`src/rtl/axi_txn_ctrl_gen.sv`:
```
// axi_txn_ctrl_gen: AXI-side transaction controller for the AXI-to-APB bridge.
// Buffers AW/AR requests, W data, R data and B responses in small synchronous
// FIFOs and exposes the head request fields to the APB master/arbiter.
// Optional build macro AXI_TXN_CTRL_WLAST_CHECK_EN adds a write beat counter
// that flags SLVERR when a burst ends with the wrong beat count or no wlast.

module axi_txn_ctrl_gen_fifo #(
  parameter int WIDTH = 8,
  parameter int DEPTH = 4
) (
  input  logic                       aclk,
  input  logic                       areset,
  input  logic                       push,
  input  logic [WIDTH-1:0]           push_data,
  input  logic                       pop,
  output logic [WIDTH-1:0]           head,
  output logic                       full,
  output logic                       empty,
  output logic [$clog2(DEPTH):0]     count
);
  localparam int PW = $clog2(DEPTH);

  logic [WIDTH-1:0] mem [DEPTH];
  logic [PW-1:0]    wr_ptr;
  logic [PW-1:0]    rd_ptr;
  logic             do_push;
  logic             do_pop;

  // A push into a full FIFO is only taken when a pop frees the slot in the same cycle.
  assign do_pop  = pop & ~empty;
  assign do_push = push & (~full | do_pop);
  assign full    = (count == (PW+1)'(DEPTH));
  assign empty   = (count == '0);
  assign head    = mem[rd_ptr];

  // Storage and pointers; storage is cleared on reset so head fields are never X.
  always_ff @(posedge aclk or posedge areset) begin
    if (areset) begin
      wr_ptr <= '0;
      rd_ptr <= '0;
      count  <= '0;
      for (int i = 0; i < DEPTH; i++) mem[i] <= '0;
    end else begin
      if (do_push) begin
        mem[wr_ptr] <= push_data;
        wr_ptr      <= wr_ptr + 1'b1;
      end
      if (do_pop) rd_ptr <= rd_ptr + 1'b1;
      if (do_push && !do_pop)      count <= count + 1'b1;
      else if (do_pop && !do_push) count <= count - 1'b1;
    end
  end
endmodule

module axi_txn_ctrl_gen #(
  parameter int ADDR_W       = 32,
  parameter int DATA_W       = 32,
  parameter int ID_W         = 8,
  parameter int REQ_DEPTH    = 4,
  parameter int DATA_DEPTH   = 16,
  parameter int AFULL_MARGIN = 1,
  parameter int AEMPTY_LEVEL = 2
) (
  input  logic                aclk,
  input  logic                areset,
  input  logic                awvalid,
  output logic                awready,
  input  logic [ADDR_W-1:0]   awaddr,
  input  logic [ID_W-1:0]     awid,
  input  logic [7:0]          awlen,
  input  logic [2:0]          awsize,
  input  logic [1:0]          awburst,
  input  logic [2:0]          awprot,
  input  logic                arvalid,
  output logic                arready,
  input  logic [ADDR_W-1:0]   araddr,
  input  logic [ID_W-1:0]     arid,
  input  logic [7:0]          arlen,
  input  logic [2:0]          arsize,
  input  logic [1:0]          arburst,
  input  logic [2:0]          arprot,
  input  logic                wvalid,
  output logic                wready,
  input  logic [DATA_W-1:0]   wdata,
  input  logic [DATA_W/8-1:0] wstrb,
  input  logic                wlast,
  output logic                rvalid,
  output logic [DATA_W-1:0]   rdata,
  output logic [1:0]          rresp,
  output logic [ID_W-1:0]     rid,
  output logic                rlast,
  input  logic                rready,
  output logic                bvalid,
  output logic [1:0]          bresp,
  output logic [ID_W-1:0]     bid,
  input  logic                bready,
  input  logic                wr_trans_done_i,
  input  logic                rd_trans_done_i,
  input  logic                write_to_rd_sfifo_i,
  input  logic                read_from_wd_sfifo_i,
  input  logic [DATA_W-1:0]   prdata_i,
  input  logic                pslverr_i,
  input  logic                dec_error_i,
  input  logic                latch_resp_i,
  output logic                sfifo_aw_empty_o,
  output logic                sfifo_ar_empty_o,
  output logic                sfifo_wd_almost_empty_o,
  output logic                sfifo_rd_almost_full_o,
  output logic                sfifo_b_full_o,
  output logic [ADDR_W-1:0]   write_burst_addr_o,
  output logic [7:0]          write_burst_len_o,
  output logic [2:0]          write_burst_size_o,
  output logic [1:0]          write_burst_name_o,
  output logic [2:0]          write_burst_prot_o,
  output logic [ADDR_W-1:0]   read_burst_addr_o,
  output logic [7:0]          read_burst_len_o,
  output logic [2:0]          read_burst_size_o,
  output logic [1:0]          read_burst_name_o,
  output logic [2:0]          read_burst_prot_o,
  output logic [DATA_W-1:0]   wdata_to_apb_o,
  output logic [DATA_W/8-1:0] wstrb_to_apb_o
);
  localparam int STRB_W = DATA_W / 8;
  localparam int REQ_W  = ADDR_W + ID_W + 8 + 3 + 2 + 3;
  localparam int WD_W   = DATA_W + STRB_W + 1;
  localparam int RD_W   = 1 + DATA_W + 2 + ID_W;
  localparam int B_W    = ID_W + 2;
  localparam int RPW    = $clog2(REQ_DEPTH);
  localparam int DPW    = $clog2(DATA_DEPTH);
  localparam logic [DPW:0] RD_AFULL  = (DPW+1)'(DATA_DEPTH - AFULL_MARGIN);
  localparam logic [DPW:0] WD_AEMPTY = (DPW+1)'(AEMPTY_LEVEL);

  logic [REQ_W-1:0] aw_head, ar_head;
  logic [WD_W-1:0]  wd_head;
  logic [RD_W-1:0]  rd_head;
  logic [B_W-1:0]   b_head;
  logic aw_full, aw_empty, ar_full, ar_empty, wd_full, wd_empty;
  logic rd_full, rd_empty, b_full, b_empty;
  logic [RPW:0] aw_count, ar_count, b_count;
  logic [DPW:0] wd_count, rd_count;
  logic [ID_W-1:0] aw_head_id, ar_head_id;
  logic            wd_head_last;
  logic            wd_pop;
  logic [1:0] beat_resp, latch_contrib, wchk_resp, final_resp, err_acc;

  function automatic logic [1:0] resp_max(input logic [1:0] a, input logic [1:0] b);
    return (a > b) ? a : b;
  endfunction

  axi_txn_ctrl_gen_fifo #(.WIDTH(REQ_W), .DEPTH(REQ_DEPTH)) u_aw (
    .aclk(aclk), .areset(areset), .push(awvalid & awready),
    .push_data({awaddr, awid, awlen, awsize, awburst, awprot}),
    .pop(wr_trans_done_i), .head(aw_head), .full(aw_full), .empty(aw_empty), .count(aw_count));

  axi_txn_ctrl_gen_fifo #(.WIDTH(REQ_W), .DEPTH(REQ_DEPTH)) u_ar (
    .aclk(aclk), .areset(areset), .push(arvalid & arready),
    .push_data({araddr, arid, arlen, arsize, arburst, arprot}),
    .pop(rd_trans_done_i), .head(ar_head), .full(ar_full), .empty(ar_empty), .count(ar_count));

  axi_txn_ctrl_gen_fifo #(.WIDTH(WD_W), .DEPTH(DATA_DEPTH)) u_wd (
    .aclk(aclk), .areset(areset), .push(wvalid & wready),
    .push_data({wdata, wstrb, wlast}),
    .pop(read_from_wd_sfifo_i), .head(wd_head), .full(wd_full), .empty(wd_empty), .count(wd_count));

  axi_txn_ctrl_gen_fifo #(.WIDTH(RD_W), .DEPTH(DATA_DEPTH)) u_rd (
    .aclk(aclk), .areset(areset), .push(write_to_rd_sfifo_i),
    .push_data({rd_trans_done_i, prdata_i, beat_resp, ar_head_id}),
    .pop(rready), .head(rd_head), .full(rd_full), .empty(rd_empty), .count(rd_count));

  // A completion arriving while the B FIFO is full is dropped outright.
  axi_txn_ctrl_gen_fifo #(.WIDTH(B_W), .DEPTH(REQ_DEPTH)) u_b (
    .aclk(aclk), .areset(areset), .push(wr_trans_done_i & ~b_full),
    .push_data({aw_head_id, final_resp}),
    .pop(bready), .head(b_head), .full(b_full), .empty(b_empty), .count(b_count));

  assign {write_burst_addr_o, aw_head_id, write_burst_len_o, write_burst_size_o,
          write_burst_name_o, write_burst_prot_o} = aw_head;
  assign {read_burst_addr_o, ar_head_id, read_burst_len_o, read_burst_size_o,
          read_burst_name_o, read_burst_prot_o} = ar_head;
  assign {wdata_to_apb_o, wstrb_to_apb_o, wd_head_last} = wd_head;

  assign awready = ~aw_full;
  assign arready = ~ar_full;
  assign wready  = ~wd_full;
  assign rvalid  = ~rd_empty;
  assign rlast   = rvalid & rd_head[RD_W-1];
  assign rdata   = rd_head[RD_W-2 -: DATA_W];
  assign rresp   = rd_head[ID_W +: 2];
  assign rid     = rd_head[ID_W-1:0];
  assign bvalid  = ~b_empty;
  assign {bid, bresp} = b_head;

  assign sfifo_aw_empty_o        = aw_empty;
  assign sfifo_ar_empty_o        = ar_empty;
  assign sfifo_wd_almost_empty_o = (wd_count <= WD_AEMPTY);
  assign sfifo_rd_almost_full_o  = (rd_count >= RD_AFULL);
  assign sfifo_b_full_o          = b_full;

  assign wd_pop        = read_from_wd_sfifo_i & ~wd_empty;
  assign beat_resp     = ~pslverr_i ? 2'b00 : (dec_error_i ? 2'b11 : 2'b10);
  assign latch_contrib = (latch_resp_i & pslverr_i) ? beat_resp : 2'b00;
  assign final_resp    = resp_max(resp_max(err_acc, latch_contrib), wchk_resp);

  // Sticky burst error: numeric max keeps DECERR above SLVERR above OKAY.
  always_ff @(posedge aclk or posedge areset) begin
    if (areset)               err_acc <= 2'b00;
    else if (wr_trans_done_i) err_acc <= 2'b00;
    else if (latch_resp_i)    err_acc <= resp_max(err_acc, latch_contrib);
  end

`ifdef AXI_TXN_CTRL_WLAST_CHECK_EN
  logic [8:0] beat_cnt;
  logic       last_wlast;
  logic [8:0] beat_eff;
  logic       wlast_eff;

  // A pop in the completion cycle itself still counts toward this burst.
  assign beat_eff  = beat_cnt + {8'd0, wd_pop};
  assign wlast_eff = wd_pop ? wd_head_last : last_wlast;
  assign wchk_resp = ((beat_eff != ({1'b0, write_burst_len_o} + 9'd1)) || !wlast_eff)
                     ? 2'b10 : 2'b00;

  // Count popped write beats and remember the wlast of the most recent one.
  always_ff @(posedge aclk or posedge areset) begin
    if (areset) begin
      beat_cnt   <= 9'd0;
      last_wlast <= 1'b0;
    end else if (wr_trans_done_i) begin
      beat_cnt   <= 9'd0;
      last_wlast <= 1'b0;
    end else if (wd_pop) begin
      beat_cnt   <= beat_cnt + 9'd1;
      last_wlast <= wd_head_last;
    end
  end
`else
  assign wchk_resp = 2'b00;
`endif
endmodule

```
`config.mk`:
```
export PLATFORM = sky130hd
export DESIGN_NAME = axi_txn_ctrl_gen
export DESIGN_NICKNAME = d
export VERILOG_FILES = /design/src/rtl/axi_txn_ctrl_gen.sv
export SDC_FILE = /design/constraint.sdc
export NUM_CORES = 2
export LEC_CHECK = 0
export CORE_MARGIN = 5
export CORE_UTILIZATION = 40
export CTS_BUF_LIST = sky130_fd_sc_hd__clkbuf_8
export CTS_CLUSTER_SIZE = 16
export DETAILED_ROUTE_END_ITERATION = 16
export GPL_TIMING_DRIVEN = 0
export PLACE_DENSITY = 0.61
export SETUP_SLACK_MARGIN = 0.05
export SYNTH_ARGS = -nofsm -noshare
export SYNTH_HDL_FRONTEND = slang
export SYNTH_SLANG_ARGS = --single-unit
```
`constraint.sdc`:
```
create_clock -name aclk -period 62.9 [get_ports aclk]
set_clock_uncertainty 0.15 [all_clocks]
set_input_delay 9.435 -clock aclk [delete_from_list [all_inputs] [get_ports aclk]]
set_output_delay 9.435 -clock aclk [all_outputs]
set_load 0.05 [all_outputs]
```
Fig. 1: M1 wires
The bar under the picture is 100 um long. Supply wires on this layer in grey.
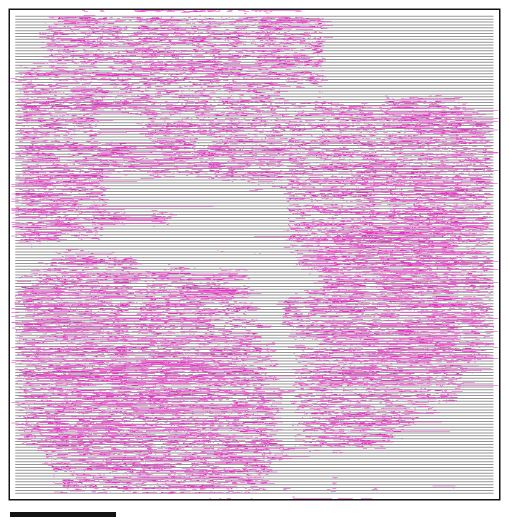
The longest straight run is 129 um. 5959 nets have wire on it. The wires run mostly horizontal.

Fig. 2: a small window of the routed layout
The bar under the picture is 10 um long. Region (327, 96) to (367, 136) um. Cells in grey, sequential cells in the stronger grey; small squares are vias.
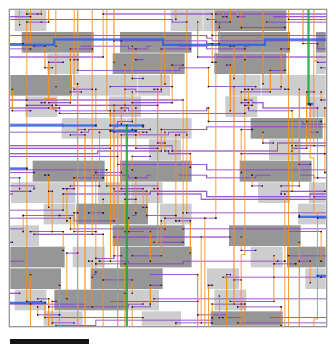
Green is M4. Purple is M1. Blue is M3. Orange is M2.
Netlist names of flops here include u_rd.mem (21). Most frequent: mux2_2 (21), dfrtp_1 (21), mux4_2 (5). Sequential cells in the window: 21. 54 logic cells have their middle in the window.

Fig. 3: logic cells by family
The bar under the picture is 100 um long.
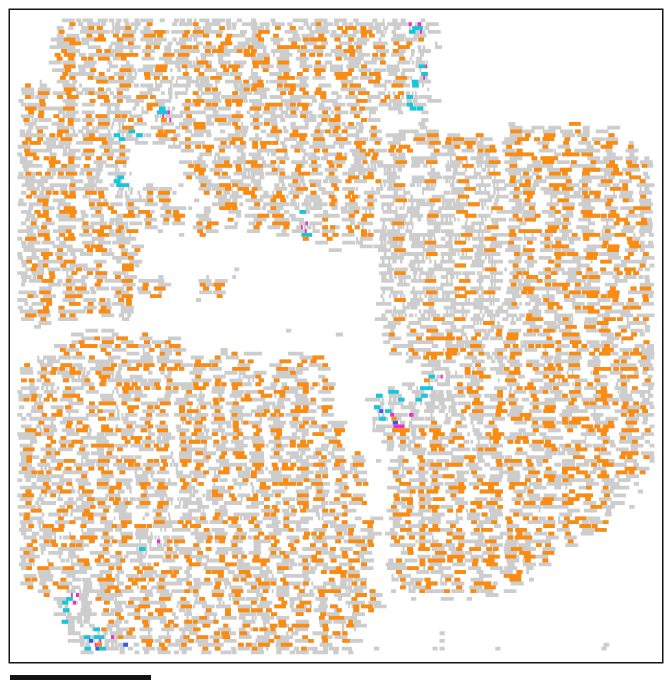
Blue is non-inverting ao/oa cells, cells 5. Cyan is fa/ha/maj cells, cells 43. Magenta is nor cells, cells 23. Orange is mux cells, cells 2172, where all over the die.
Commonest Layout Cell: dfrtp_1
Comb area share: 35.0%
Cell Count, Final, Fillers Out: 8929

Fig. 4: M3 wires
The bar under the picture is 100 um long. Cells faint in the background.
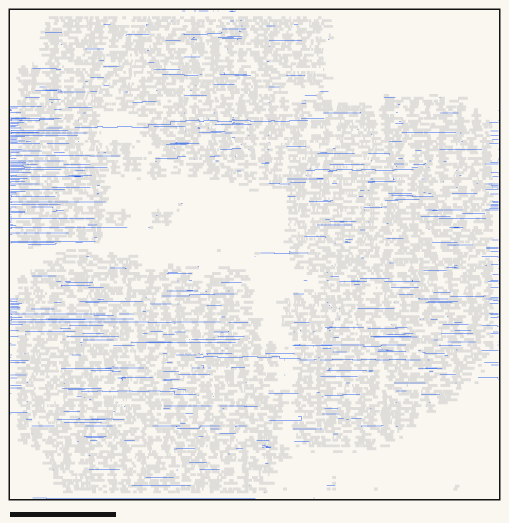
The longest straight run is 198 um. 391 nets have wire on it. The layer carries 9340 um of wire. The wires run mostly horizontal. The layer holds 4.4% of the routed length.

Fig. 5: congestion heat map
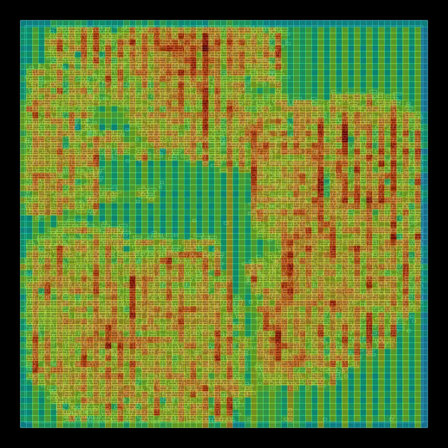
met3 track demand over resource: 3.93%
GR Layer Usage met2: 32.4%
WL/cell: 23.8 um
GRT Max-Usage Layer: met2
overall routing resource usage: 19.8%

==> results.py <==
# Flow results
metrics = {
    "die": {
        "chipArea_um2": 214000,
        "core.rowCount": 166,
        "fp.dieW_um": 463,
        "design.core.area_um2": 204000,
        "fp_util_pct": 40.2,
    },
    "route": {
        "ant_nets": 0,
        "via_per_inst": 5.36,
        "drc": 0,
        "vias": 47800,
    },
    "worst_setup_path": {
        "cp_cell_sequence": "buf_2 -> buf_1 -> buf_2 -> mux4_2 -> mux4_2 -> clkdlybuf4s50_1",
        "crit_path_max_fanout": 10,
        "critical_path_arrival_ns": 4.83,
        "critPathRequiredTime_ns": 53.31,
        "max_stage_delay_ns": 0.76,
        "crit_family": "buffers and inverters",
        "cp.buffers_inverters": 4,
    },
    "pwr": {
        "ir_drop_mv": 0.0569,
        "p_clk_share_pct": 18.3,
        "p_per_area_nw_per_um2": 61.9,
        "pwr-share-comb_pct": 48.2,
        "internal-power_mw": 3.68,
        "power.leakage_nw": 42.5,
    },
    "synthesis": {
        "synth_area_um2": 82100,
        "netlist_instances": 5267,
        "yosysSeqAreaShare_pct": 54.9,
        "yosys_area_um2": 82100,
        "synth_cell_types": 52,
        "yosysCellCount": 5267,
        "synth_nets": 5505,
        "yosysWarnings": 0,
    },
    "clock_tree": {
        "postCtsResizedCells": 0,
        "clock-sinks": 1801,
        "post-cts-setup-buffer-count": 0,
        "insertion_delay_ns": 1.03,
        "clockRootBuffer": "clkbuf_8",
        "cts.clk_slew.worst_paths_ns": 0.06,
    },
    "layout": {
        "combGateArea_um2": 33600,
        "seqCellArea_um2": 45100,
        "finalNetCount": 6246,
        "drive_gt1_share_pct": 45.3,
        "lay_top_cells": "dfrtp_1, mux2_2, clkbuf_8",
        "syn_to_final_growth_pct": 17.1,
    },
    "placement": {
        "post-place-cells": 8356,
        "port-buffer-count": 387,
        "globalplace.congestion": 0.776,
        "dp_hpwl_mm": 144,
    },
    "global_route": {
        "antenna_found_initial": 34,
        "overflow": 0,
        "grt_max_degree": 136,
        "use_met1_pct": 26.7,
    },
    "timing": {
        "timing.final.crit_share_pct": 22.9,
        "worstMarginPinSlew_ns": 1.17,
        "setup_viol": 0,
        "max_freq_mhz": 69.4,
        "finalHoldViolCount": 0,
        "rsz0062_at_grt": "no",
    },
    "run_status": {
        "run_status": "finished clean",
    },
    "job": {
        "tool_warnings": 112,
    },
}
[registers in the layout, summed over array words and instances, names as in the netlist, 3 cells and up]
name,flops
u_ar.count,3
u_rd.mem,688
u_wd.mem,576
u_b.mem,40
u_wd.count,5
u_wd.rd_ptr,4
u_rd.wr_ptr,4
u_rd.count,5
u_ar.mem,224
u_aw.mem,224
u_aw.count,3
u_b.count,3
u_rd.rd_ptr,4
u_wd.wr_ptr,4
[layer usage]
layer | up-vias | wire [um]
met4 | 16 | 6490
met5 | - | 112
met3 | 430 | 9340
met1 | 25600 | 93700
li1 | 20900 | -
met2 | 967 | 103000
[layout make-up]
class,count,share of cell area [%]
inverters,29,0.121
clock inverters,146,0.736
diodes,16,0.0417
flip-flops and latches,1801,46.9
well taps,2688,3.50
clock buffers,411,5.89
repair buffers,401,4.43
multi-input cells,2931,35.0
plain buffers,506,3.42
[synthesized netlist by cell type, drive strengths merged]
library cell  number  share of area (%)
mux2            1652                 23
nand3b             2              0.018
nor3b              1             0.0092
clkbuf           147               0.69
a211oi             6               0.12
and2               5              0.038
mux2i            119                1.5
inv               29               0.13
xnor2             28               0.30
a21boi             2              0.018
a21oi             43               0.26
dfrtp           1801                 55
nor4               2              0.034
ha                38               0.58
a22oi             37               0.34
o22ai              2              0.015
nand4              6              0.098
nor2b              5              0.041
nand2            247                1.3
mux4             401                 11
nor2              13              0.059
a221oi            36               0.38
xor2              10               0.11
a21o               3              0.027
nor3               2              0.012
nand3             17               0.29
nand2b             4              0.030
fa                 5               0.12
o21ai            239                1.5
or3                2              0.015
a41o               1              0.012
and3               1             0.0076
o21bai             1             0.0092
o31a               1              0.011
buf              359                3.3
[tightest hold or removal path: stages, from the launching register on]
cell	delay [ns]
dfrtp_1	0.34
nand2_1	0.04
o21ai_0	0.06
[logic make-up (layout without fill, tap and decap cells)]
family / count (synthesis) / in the layout / synth area share, %
DFF: 1801 / 1801 / 54.9
muxes: 2172 / 2172 / 35.3
buffers and inverters: 535 / 1493 / 4.14
adders and majority gates: 43 / 43 / 0.701
other: 0 / 16 / 0
and+or+nand+nor: 307 / 307 / 1.90
AOI/OAI and AO/OA: 371 / 371 / 2.65
xor gates and xnor gates: 38 / 38 / 0.406
[power groups by stage]
stage | sequential, mW | clock, mW | combinational (mW)
floorplan | 1.95 | 0 | 2.10
global placement | 2.02 | 0 | 2.85
detailed placement | 2.01 | 0 | 2.90
CTS | 1.99 | 1.12 | 2.91
global route | 2.06 | 1.17 | 3.05
finish | 1.99 | 1.09 | 2.87
[through the flow]
step	utilization [%]	cell area, um2
global route	47.0	96100
global placement	43.7	89300
finish	47.0	96100
detailed placement	43.9	89700
CTS	47.0	96100
floorplan	-	82100
[path summary, 6_finish.rpt]
check                                     from             to  slack (ns)  cells after the start
max in group asynchronous               areset  u_aw.mem[221]       49.71                      8
min in group asynchronous               areset  u_rd.mem[162]        8.91                      2
worst max register to register   u_rd.count[1]  u_rd.count[4]       59.53                     10
worst min-delay path              u_rd.mem[92]   u_rd.mem[92]        0.32                      2
worst min register to register    u_rd.mem[92]   u_rd.mem[92]        0.32                      2
worst max-delay path            u_rd.rd_ptr[1]         rid[0]       48.48                      6
Power is estimated from default activity; no workload was simulated.
